**src/rtl/hazard_flush_ctrl.sv**
```systemverilog
// rtl/hazard_flush_ctrl.sv - decode-stage RAW hazard, forwarding select and branch-flush control
// Optional feature macro: FORWARDING_EN (undefined: no bypass, stall until producer reaches WB)
module hazard_flush_ctrl #(
  parameter int FLUSH_CYCLES = 2,
  parameter int CNT_W        = 16
) (
  input  logic             clk_i,
  input  logic             rst_n_i,
  input  logic             de_valid_i,
  input  logic [4:0]       de_rs1_i,
  input  logic [4:0]       de_rs2_i,
  input  logic             de_uses_rs1_i,
  input  logic             de_uses_rs2_i,
  input  logic [4:0]       de_rd_i,
  input  logic             de_reg_write_i,
  input  logic             de_mem_read_i,
  input  logic             ex_branch_taken_i,
  output logic             stall_o,
  output logic             bubble_o,
  output logic             flush_o,
  output logic [1:0]       fwd_a_o,
  output logic [1:0]       fwd_b_o,
  output logic [CNT_W-1:0] stall_cnt_o,
  output logic [CNT_W-1:0] flush_cnt_o
);

  typedef enum logic {RUN, FLUSHING} state_e;

  localparam logic [2:0] FLUSH_RELOAD = 3'(FLUSH_CYCLES - 1);

  state_e           state_q;
  logic [2:0]       flush_left_q;
  logic             ex_valid_q, ex_load_q, mem_valid_q;
  logic [4:0]       ex_rd_q, mem_rd_q;
  logic [1:0]       fwd_a_q, fwd_b_q, fwd_a_d, fwd_b_d;
  logic [CNT_W-1:0] stall_cnt_q, flush_cnt_q;

  logic m_ex1, m_ex2, m_mem1, m_mem2;
  logic hazard, flush_now, stall, bubble;
  logic ex_valid_d;

  function automatic logic [1:0] fwd_sel(input logic m_ex, input logic m_mem);
    if (m_ex)       return 2'b01;
    else if (m_mem) return 2'b10;
    else            return 2'b00;
  endfunction

  always_comb begin
    m_ex1  = ex_valid_q  & de_uses_rs1_i & (de_rs1_i == ex_rd_q)  & (de_rs1_i != 5'd0);
    m_ex2  = ex_valid_q  & de_uses_rs2_i & (de_rs2_i == ex_rd_q)  & (de_rs2_i != 5'd0);
    m_mem1 = mem_valid_q & de_uses_rs1_i & (de_rs1_i == mem_rd_q) & (de_rs1_i != 5'd0);
    m_mem2 = mem_valid_q & de_uses_rs2_i & (de_rs2_i == mem_rd_q) & (de_rs2_i != 5'd0);
`ifdef FORWARDING_EN
    // Only a load in EX cannot be bypassed; everything else forwards.
    hazard  = ex_load_q & (m_ex1 | m_ex2);
    fwd_a_d = fwd_sel(m_ex1, m_mem1);
    fwd_b_d = fwd_sel(m_ex2, m_mem2);
`else
    hazard  = m_ex1 | m_ex2 | m_mem1 | m_mem2;
    fwd_a_d = 2'b00;
    fwd_b_d = 2'b00;
`endif
    flush_now  = rst_n_i & (ex_branch_taken_i | (state_q == FLUSHING));
    stall      = rst_n_i & hazard & ~flush_now;
    bubble     = flush_now | (rst_n_i & hazard);
    ex_valid_d = de_valid_i & de_reg_write_i & (de_rd_i != 5'd0) & ~bubble;
  end

`ifndef FORWARDING_EN
  logic unused_load;
  assign unused_load = ex_load_q;
`endif

  always_ff @(posedge clk_i or negedge rst_n_i) begin
    if (!rst_n_i) begin
      state_q      <= RUN;
      flush_left_q <= 3'd0;
      ex_valid_q   <= 1'b0;
      ex_rd_q      <= 5'd0;
      ex_load_q    <= 1'b0;
      mem_valid_q  <= 1'b0;
      mem_rd_q     <= 5'd0;
      fwd_a_q      <= 2'b00;
      fwd_b_q      <= 2'b00;
      stall_cnt_q  <= '0;
      flush_cnt_q  <= '0;
    end else begin
      mem_valid_q <= ex_valid_q;
      mem_rd_q    <= ex_rd_q;
      ex_valid_q  <= ex_valid_d;
      ex_rd_q     <= de_rd_i;
      ex_load_q   <= de_mem_read_i;
      fwd_a_q     <= bubble ? 2'b00 : fwd_a_d;
      fwd_b_q     <= bubble ? 2'b00 : fwd_b_d;

      // A taken branch always restarts the flush window, even mid-flush.
      if (ex_branch_taken_i) begin
        if (flush_cnt_q != '1) flush_cnt_q <= flush_cnt_q + 1'b1;
        state_q      <= (FLUSH_CYCLES > 1) ? FLUSHING : RUN;
        flush_left_q <= FLUSH_RELOAD;
      end else if (state_q == FLUSHING) begin
        if (flush_left_q <= 3'd1) state_q <= RUN;
        flush_left_q <= flush_left_q - 3'd1;
      end

      if (stall && stall_cnt_q != '1) stall_cnt_q <= stall_cnt_q + 1'b1;
    end
  end

  assign stall_o     = stall;
  assign bubble_o    = bubble;
  assign flush_o     = flush_now;
  assign fwd_a_o     = fwd_a_q;
  assign fwd_b_o     = fwd_b_q;
  assign stall_cnt_o = stall_cnt_q;
  assign flush_cnt_o = flush_cnt_q;

endmodule
```
**config.mk**
```make
export PLATFORM = sky130hd
export DESIGN_NAME = hazard_flush_ctrl
export DESIGN_NICKNAME = d
export VERILOG_FILES = /design/src/rtl/hazard_flush_ctrl.sv
export SDC_FILE = /design/constraint.sdc
export NUM_CORES = 1
export LEC_CHECK = 0
export ABC_AREA = 0
export CELL_PAD_IN_SITES_DETAIL_PLACEMENT = 1
export CELL_PAD_IN_SITES_GLOBAL_PLACEMENT = 1
export CORE_MARGIN = 2
export CORE_UTILIZATION = 38
export DETAILED_ROUTE_END_ITERATION = 8
export PLACE_DENSITY_LB_ADDON = 0.1
export SLEW_MARGIN = 40
export SYNTH_ARGS = -nofsm -noshare
export SYNTH_HDL_FRONTEND = slang
export SYNTH_SLANG_ARGS = --single-unit
```
**constraint.sdc**
```tcl
create_clock -name clk_i -period 2.8 [get_ports clk_i]
set_clock_uncertainty 0.05 [all_clocks]
set_input_delay 0.42 -clock clk_i [delete_from_list [all_inputs] [get_ports clk_i]]
set_output_delay 0.42 -clock clk_i [all_outputs]
set_load 0.01 [all_outputs]
```
Fig. 1: run 1, the metal 2 layer
(4 px per um)
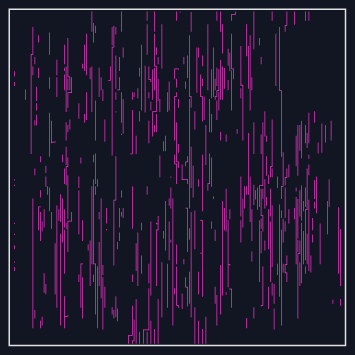
share of all routed wire: 48%
nets with wire on the layer: 279
wire length on this layer: 2,630 um
WL final: 5480 um
M2 GR Usage: 26.1%
Vias: 1,807

Fig. 2: run 1, placement density heat map
(4 px per um) 8 x 8 tiles, from black (low) to pale yellow (high), 0 to 100% covered.
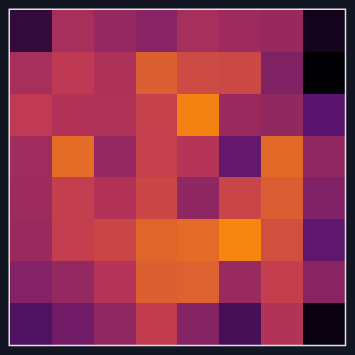
nearly empty tiles: 1.6%
mean over tiles: 44%
fullest tile: 73%
emptiest ninth of the die: upper right

Fig. 3: run 1, sequential cells coloured by netlist name
(4 px per um)
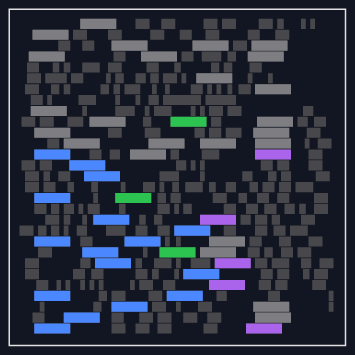
[green] flush_left_q | sequential cells: 3
[blue] flush_cnt_o | sequential cells: 16
[purple] ex_rd_q | sequential cells: 5
not coloured: 24
seq pwr: 886 uW
Layout Utilization: 50.8%

==> results.sh, run 1 <==
# flow metrics
export IMPL_status="completed"
export IMPL_yosys_stat_area_mm2=0.00241
export IMPL_min_period_over_period_pct=97.6
export IMPL_reg2reg_slack_ns=0.49
export IMPL_cp_end_kind="output port"
export IMPL_postSynthCellCount=216
export IMPL_inverters_excl_clock=6
export IMPL_n_all_buffers=67
export IMPL_num_clock_buffers=5
export IMPL_sw_frac_of_total_pct=30.6
export IMPL_ys_cells=216
export IMPL_post_route_min_period_ns=2.73
export IMPL_sh_seq_area_pct=37.9
export IMPL_clock_fmax_mhz=366
export IMPL_clkCellAreaFrac_pct=2.17
export IMPL_fillerInstances=687
export IMPL_fp_row_count=29
export IMPL_dominant_cell_class="registers"
export IMPL_synth_edff_count=0
export IMPL_r2r_cells=7
export IMPL_taps=77
export IMPL_stdcell_count=361
export IMPL_ys_sh_aoi_pct=4.30
export IMPL_grtUsageTotal_pct=16.5
export IMPL_place_gp_congestion=0.738
export IMPL_n_antenna_cell=0
export IMPL_hold_class="input pin to asynchronous set/reset pin"
export IMPL_avgSynthCellArea_um2=11.2
export IMPL_synthArstFlopShare_pct=100
export IMPL_ys_sh_simple_pct=20.6
export IMPL_yosysWarnings=0
export IMPL_synthAdderAreaFrac_pct=2.07
==> run 2: changes to the inputs <==
Settings changed: CTS_CLUSTER_DIAMETER set to 30.
Fig. 4: run 2, sequential cells coloured by netlist name
(4 px per um)
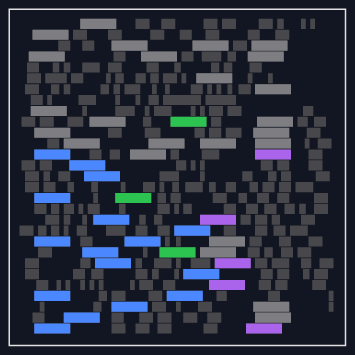
[blue] flush_cnt_o | sequential cells: 16
[purple] ex_rd_q | sequential cells: 5
[green] flush_left_q | sequential cells: 3
not coloured: 24
Register Area: 0.00120 mm^2
sequential share of cell area: 37.9%

==> results.sh, run 2 <==
# flow metrics
export IMPL_grtUsageTotal_pct=16.5
export IMPL_postSynthCellCount=216
export IMPL_finalWirelength_um=5480
export IMPL_ys_cells=216
export IMPL_n_all_buffers=67
export IMPL_synth_edff_count=0
export IMPL_taps=77
export IMPL_status="completed"
export IMPL_fillerInstances=687
export IMPL_clock_fmax_mhz=366
export IMPL_hold_class="input pin to asynchronous set/reset pin"
export IMPL_ys_sh_simple_pct=20.6
export IMPL_clkCellAreaFrac_pct=2.17
export IMPL_num_clock_buffers=5
export IMPL_min_period_over_period_pct=97.6
export IMPL_place_gp_congestion=0.738
export IMPL_synthAdderAreaFrac_pct=2.07
export IMPL_pg_seq_uw=886
export IMPL_n_antenna_cell=0
export IMPL_avgSynthCellArea_um2=11.2
export IMPL_sw_frac_of_total_pct=30.6
Power figures rest on the tool's default switching activity, not on a simulated workload.
